layer_met3.png
Scale bar: 20 um.
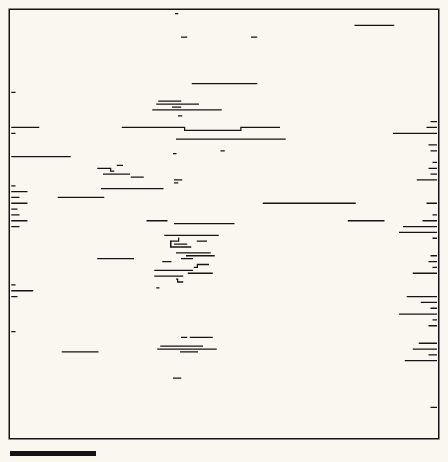
placement_by_type.png
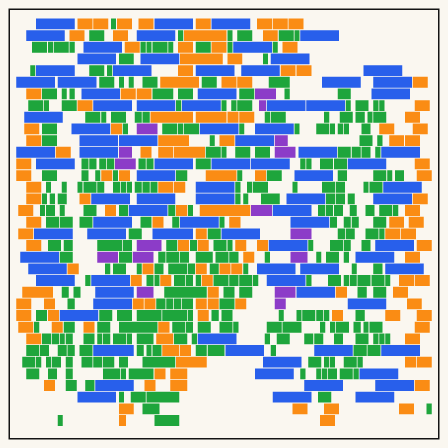
File: src/rtl/imem_loader_pkg.sv
// Shared types and sizes for the instruction-memory loader.
// Checksum support is compiled in with IMEM_LOADER_CHECKSUM_EN.
package imem_pkg;

  localparam int unsigned IMEM_DEPTH = 128;
  localparam int unsigned WORD_W     = 32;
  localparam int unsigned BYTE_W     = 8;

  typedef enum logic [2:0] {
    IDLE,
    LEN0,
    LEN1,
    DATA,
    CSUM,
    DONE,
    ERR
  } loader_state_e;

endpackage

File: src/rtl/imem_loader_if.sv
// Byte-stream input and instruction-memory write port of the loader.
// master = loader side, slave = host byte source / memory side.
interface imem_loader_if;
  import imem_pkg::*;

  logic [BYTE_W-1:0] rx_data;
  logic              rx_valid;
  logic              rx_ready;
  logic              im_we;
  logic [31:0]       im_addr;
  logic [WORD_W-1:0] im_wdata;

  modport master (
    input  rx_data, rx_valid,
    output rx_ready, im_we, im_addr, im_wdata
  );

  modport slave (
    output rx_data, rx_valid,
    input  rx_ready, im_we, im_addr, im_wdata
  );

endinterface

File: src/rtl/imem_loader_byte_assembler.sv
// Little-endian byte-to-word assembler; pulses o_word_valid for one cycle
// after every fourth accepted byte.
module byte_assembler
  import imem_pkg::*;
(
  input  logic              clk,
  input  logic              rst_n,
  input  logic              i_clr,
  input  logic              i_accept,
  input  logic [BYTE_W-1:0] i_byte,
  output logic [WORD_W-1:0] o_word,
  output logic              o_word_valid
);

  logic [1:0]        r_cnt;
  logic [WORD_W-1:0] r_word;
  logic              r_valid;

  always_ff @(posedge clk or negedge rst_n) begin
    if (!rst_n) begin
      r_cnt   <= '0;
      r_word  <= '0;
      r_valid <= 1'b0;
    end else begin
      r_valid <= 1'b0;
      if (i_clr) begin
        r_cnt  <= '0;
        r_word <= '0;
      end else if (i_accept) begin
        // Newest byte enters at the top so the first byte lands in [7:0].
        r_word  <= {i_byte, r_word[WORD_W-1:BYTE_W]};
        r_cnt   <= r_cnt + 2'd1;
        r_valid <= (r_cnt == 2'd3);
      end
    end
  end

  assign o_word       = r_word;
  assign o_word_valid = r_valid;

endmodule

File: src/rtl/imem_loader.sv
// Streams a length-prefixed byte image into instruction memory, holding the core.
// Optional trailing XOR checksum byte: define IMEM_LOADER_CHECKSUM_EN.
module imem_loader
  import imem_pkg::*;
#(
  parameter int unsigned DEPTH     = IMEM_DEPTH,
  parameter logic [31:0] BASE_ADDR = 32'h0000_0000,
  parameter int unsigned CNT_W     = 16
) (
  input  logic          clk,
  input  logic          rst_n,
  input  logic          start,
  imem_loader_if.master bus,
  output logic          cpu_hold,
  output logic          done,
  output logic          err
);

  localparam int unsigned IDX_W = $clog2(DEPTH + 1);

  loader_state_e     r_state;
  loader_state_e     w_next;
  logic [CNT_W-1:0]  r_len;
  logic [CNT_W-1:0]  w_len;
  logic [IDX_W-1:0]  r_idx;
  logic [31:0]       r_addr;
  logic              w_rx_ready;
  logic              w_accept;
  logic              w_data_acc;
  logic              w_start;
  logic              w_last;
  logic              w_word_valid;
  logic [WORD_W-1:0] w_word;
`ifdef IMEM_LOADER_CHECKSUM_EN
  logic [BYTE_W-1:0] r_csum;
`endif

  assign w_accept   = bus.rx_valid && w_rx_ready;
  assign w_data_acc = w_accept && (r_state == DATA);
  assign w_start    = start && (r_state inside {IDLE, DONE, ERR});
  assign w_len      = CNT_W'({bus.rx_data, r_len[BYTE_W-1:0]});
  assign w_last     = (CNT_W'(r_idx) + CNT_W'(1)) == r_len;

  always_ff @(posedge clk or negedge rst_n) begin
    if (!rst_n) r_state <= IDLE;
    else        r_state <= w_next;
  end

  always_comb begin
    w_next     = r_state;
    w_rx_ready = 1'b0;
    cpu_hold   = 1'b0;
    done       = 1'b0;
    err        = 1'b0;
    case (r_state)
      IDLE: if (start) w_next = LEN0;
      LEN0: begin
        w_rx_ready = 1'b1;
        cpu_hold   = 1'b1;
        if (w_accept) w_next = LEN1;
      end
      LEN1: begin
        w_rx_ready = 1'b1;
        cpu_hold   = 1'b1;
        if (w_accept) begin
          if (w_len == '0)
`ifdef IMEM_LOADER_CHECKSUM_EN
            w_next = CSUM;
`else
            w_next = DONE;
`endif
          else if (w_len > CNT_W'(DEPTH)) w_next = ERR;
          else                            w_next = DATA;
        end
      end
      DATA: begin
        cpu_hold = 1'b1;
        // Ready drops only during the final write so a trailing byte is not
        // swallowed by the assembler.
        w_rx_ready = !(w_word_valid && w_last);
        if (w_word_valid && w_last)
`ifdef IMEM_LOADER_CHECKSUM_EN
          w_next = CSUM;
`else
          w_next = DONE;
`endif
      end
`ifdef IMEM_LOADER_CHECKSUM_EN
      CSUM: begin
        w_rx_ready = 1'b1;
        cpu_hold   = 1'b1;
        if (w_accept) w_next = (bus.rx_data == r_csum) ? DONE : ERR;
      end
`endif
      DONE: begin
        done = 1'b1;
        if (start) w_next = LEN0;
      end
      ERR: begin
        err = 1'b1;
        if (start) w_next = LEN0;
      end
      default: w_next = IDLE;
    endcase
  end

  always_ff @(posedge clk or negedge rst_n) begin
    if (!rst_n) begin
      r_len  <= '0;
      r_idx  <= '0;
      r_addr <= BASE_ADDR;
`ifdef IMEM_LOADER_CHECKSUM_EN
      r_csum <= '0;
`endif
    end else if (w_start) begin
      r_len  <= '0;
      r_idx  <= '0;
      r_addr <= BASE_ADDR;
`ifdef IMEM_LOADER_CHECKSUM_EN
      r_csum <= '0;
`endif
    end else begin
      if (w_accept && r_state == LEN0) r_len[BYTE_W-1:0] <= bus.rx_data;
      if (w_accept && r_state == LEN1) r_len <= w_len;
`ifdef IMEM_LOADER_CHECKSUM_EN
      if (w_data_acc) r_csum <= r_csum ^ bus.rx_data;
`endif
      if (w_word_valid) begin
        r_idx  <= r_idx + 1'b1;
        r_addr <= r_addr + 32'd4;
      end
    end
  end

  byte_assembler u_asm (
    .clk          (clk),
    .rst_n        (rst_n),
    .i_clr        (w_start),
    .i_accept     (w_data_acc),
    .i_byte       (bus.rx_data),
    .o_word       (w_word),
    .o_word_valid (w_word_valid)
  );

  assign bus.rx_ready = w_rx_ready;
  assign bus.im_we    = w_word_valid;
  assign bus.im_addr  = r_addr;
  assign bus.im_wdata = w_word;

endmodule

File: src/flat_wrapper.sv
// flat-port wrapper written by rule: the top's interface ports become plain ports
module imem_loader_flat import imem_pkg::*;
#(
  parameter int unsigned DEPTH     = IMEM_DEPTH,
  parameter logic [31:0] BASE_ADDR = 32'h0000_0000,
  parameter int unsigned CNT_W     = 16
)
  (clk, rst_n, start, cpu_hold, done, err, bus_rx_data, bus_rx_valid, bus_rx_ready, bus_im_we, bus_im_addr, bus_im_wdata);
  imem_loader_if bus_i ();
  input  logic clk;
  input  logic rst_n;
  input  logic start;
  output logic cpu_hold;
  output logic done;
  output logic err;
  input wire logic [$bits(bus_i.rx_data)-1:0] bus_rx_data;
  input wire logic [$bits(bus_i.rx_valid)-1:0] bus_rx_valid;
  output wire logic [$bits(bus_i.rx_ready)-1:0] bus_rx_ready;
  output wire logic [$bits(bus_i.im_we)-1:0] bus_im_we;
  output wire logic [$bits(bus_i.im_addr)-1:0] bus_im_addr;
  output wire logic [$bits(bus_i.im_wdata)-1:0] bus_im_wdata;
  assign bus_i.rx_data = bus_rx_data;
  assign bus_i.rx_valid = bus_rx_valid;
  assign bus_rx_ready = bus_i.rx_ready;
  assign bus_im_we = bus_i.im_we;
  assign bus_im_addr = bus_i.im_addr;
  assign bus_im_wdata = bus_i.im_wdata;
  imem_loader #(.DEPTH(DEPTH), .BASE_ADDR(BASE_ADDR), .CNT_W(CNT_W)) u_core (.clk(clk), .rst_n(rst_n), .start(start), .bus(bus_i), .cpu_hold(cpu_hold), .done(done), .err(err));
endmodule
File: config.mk
export PLATFORM = sky130hd
export DESIGN_NAME = imem_loader_flat
export DESIGN_NICKNAME = d
export VERILOG_FILES = /design/src/rtl/imem_loader_pkg.sv /design/src/rtl/imem_loader_if.sv /design/src/rtl/imem_loader_byte_assembler.sv /design/src/rtl/imem_loader.sv /design/src/flat_wrapper.sv
export SDC_FILE = /design/constraint.sdc
export NUM_CORES = 1
export LEC_CHECK = 0
export CORE_UTILIZATION = 48
export DETAILED_ROUTE_END_ITERATION = 10
export PLACE_DENSITY = 0.77
export SYNTH_ARGS = -nofsm -noshare
export SYNTH_HDL_FRONTEND = slang
export SYNTH_SLANG_ARGS = --single-unit
File: constraint.sdc
create_clock -name clk -period 2.4 [get_ports clk]
set_input_delay 0.48 -clock clk [delete_from_list [all_inputs] [get_ports clk]]
set_output_delay 0.48 -clock clk [all_outputs]
set_load 0.005 [all_outputs]
==> GITHUB_STEP_SUMMARY <==
### Flow metrics

| Metric | Value |
|---|---|
| Top layer in use | met4 |
| H-tree levels | 3 |
| CP Buf/Inv Count | 2 |
| Primary FF master, synth | sky130_fd_sc_hd__dfrtp_1 |
| Violations in the final reports | setup timing |
| Non-clock buffer contribution to total cell area | 22.5% |
| Quantity of I/O buffers inserted on ports | 78 |
| Netlist area before placement | 4590 um^2 |
| Wire length on met1 | 5110 um |
| Detailed-route vias per instance | 5.49 |
| Area growth syn-to-layout | 36.6% |
| Power density cells | 832 nW/um^2 |
| Post-route ant nets | 0 |
| Int Power | 3.30 mW |
| Post-detailed-route DRC marker count | 0 |
| Top cell family by delay on the critical path | simple AND/OR/NAND/NOR gates |
| Overall global routing resource usage | 24.1% |
| Yosys chip area | 4590 um^2 |
| Register Area | 2300 um^2 |
| GPL Wtd Cong | 0.825 |
| Critical path launch point type | register |
| Layout fillers | 696 |
| Number of gates given a new drive strength after cts | 19 |
| Maximum clock frequency | 0.350 GHz |
| Worst path depth | 8 |
| Met3 track utilization from global routing | 3.06% |
| Pin count of the biggest net entering global routing | 49 |
| Compound-gate portion of the synthesized area | 7.28% |
| Path type of the worst min-delay path | input pin to asynchronous set/reset pin |
| Core Util at FP | 49.7% |
| Nature of the critical path endpoint | output pin |
| Multiplexer area fraction after synthesis | 8.09% |
| Total routed wirelength | 11900 um |
| Fraction of final layout cells sized beyond drive strength 1 | 17.4% |
| Asr flop ratio synth | 100% |
| Cell accounting for the most synthesized area | sky130_fd_sc_hd__dfrtp_1 |
| Register share of total power | 40.0% |
| Setup slack after layout | -458 ps |
| Final setup violation count | 36 |
| Adder-cell share of the synthesized area | 0.817% |
| Largest buffer count on any clock path | 2 |
| Count of tool warnings | 28 |
| Slew margin rel. | 65.9% |
| Run status | finished with violations |
| Max Slew Vio Count | 0 |
| Non-Filler Cell Area, Final | 6270 um^2 |
Back to the opening pictures, layer_met3.png:
wire length on this layer = 479 um
share of all routed wire = 4.0%
nets with wire on the layer = 81
longest straight run = 25.3 um
main direction = horizontal

Back to the opening pictures, placement_by_type.png:
purple -> clock drivers and dummy loads  # cells 16
blue -> flops  # cells 92
green -> combinational and other logic  # cells 330
orange -> other buffers and delay cells  # cells 137

Power is estimated from default activity; no workload was simulated.
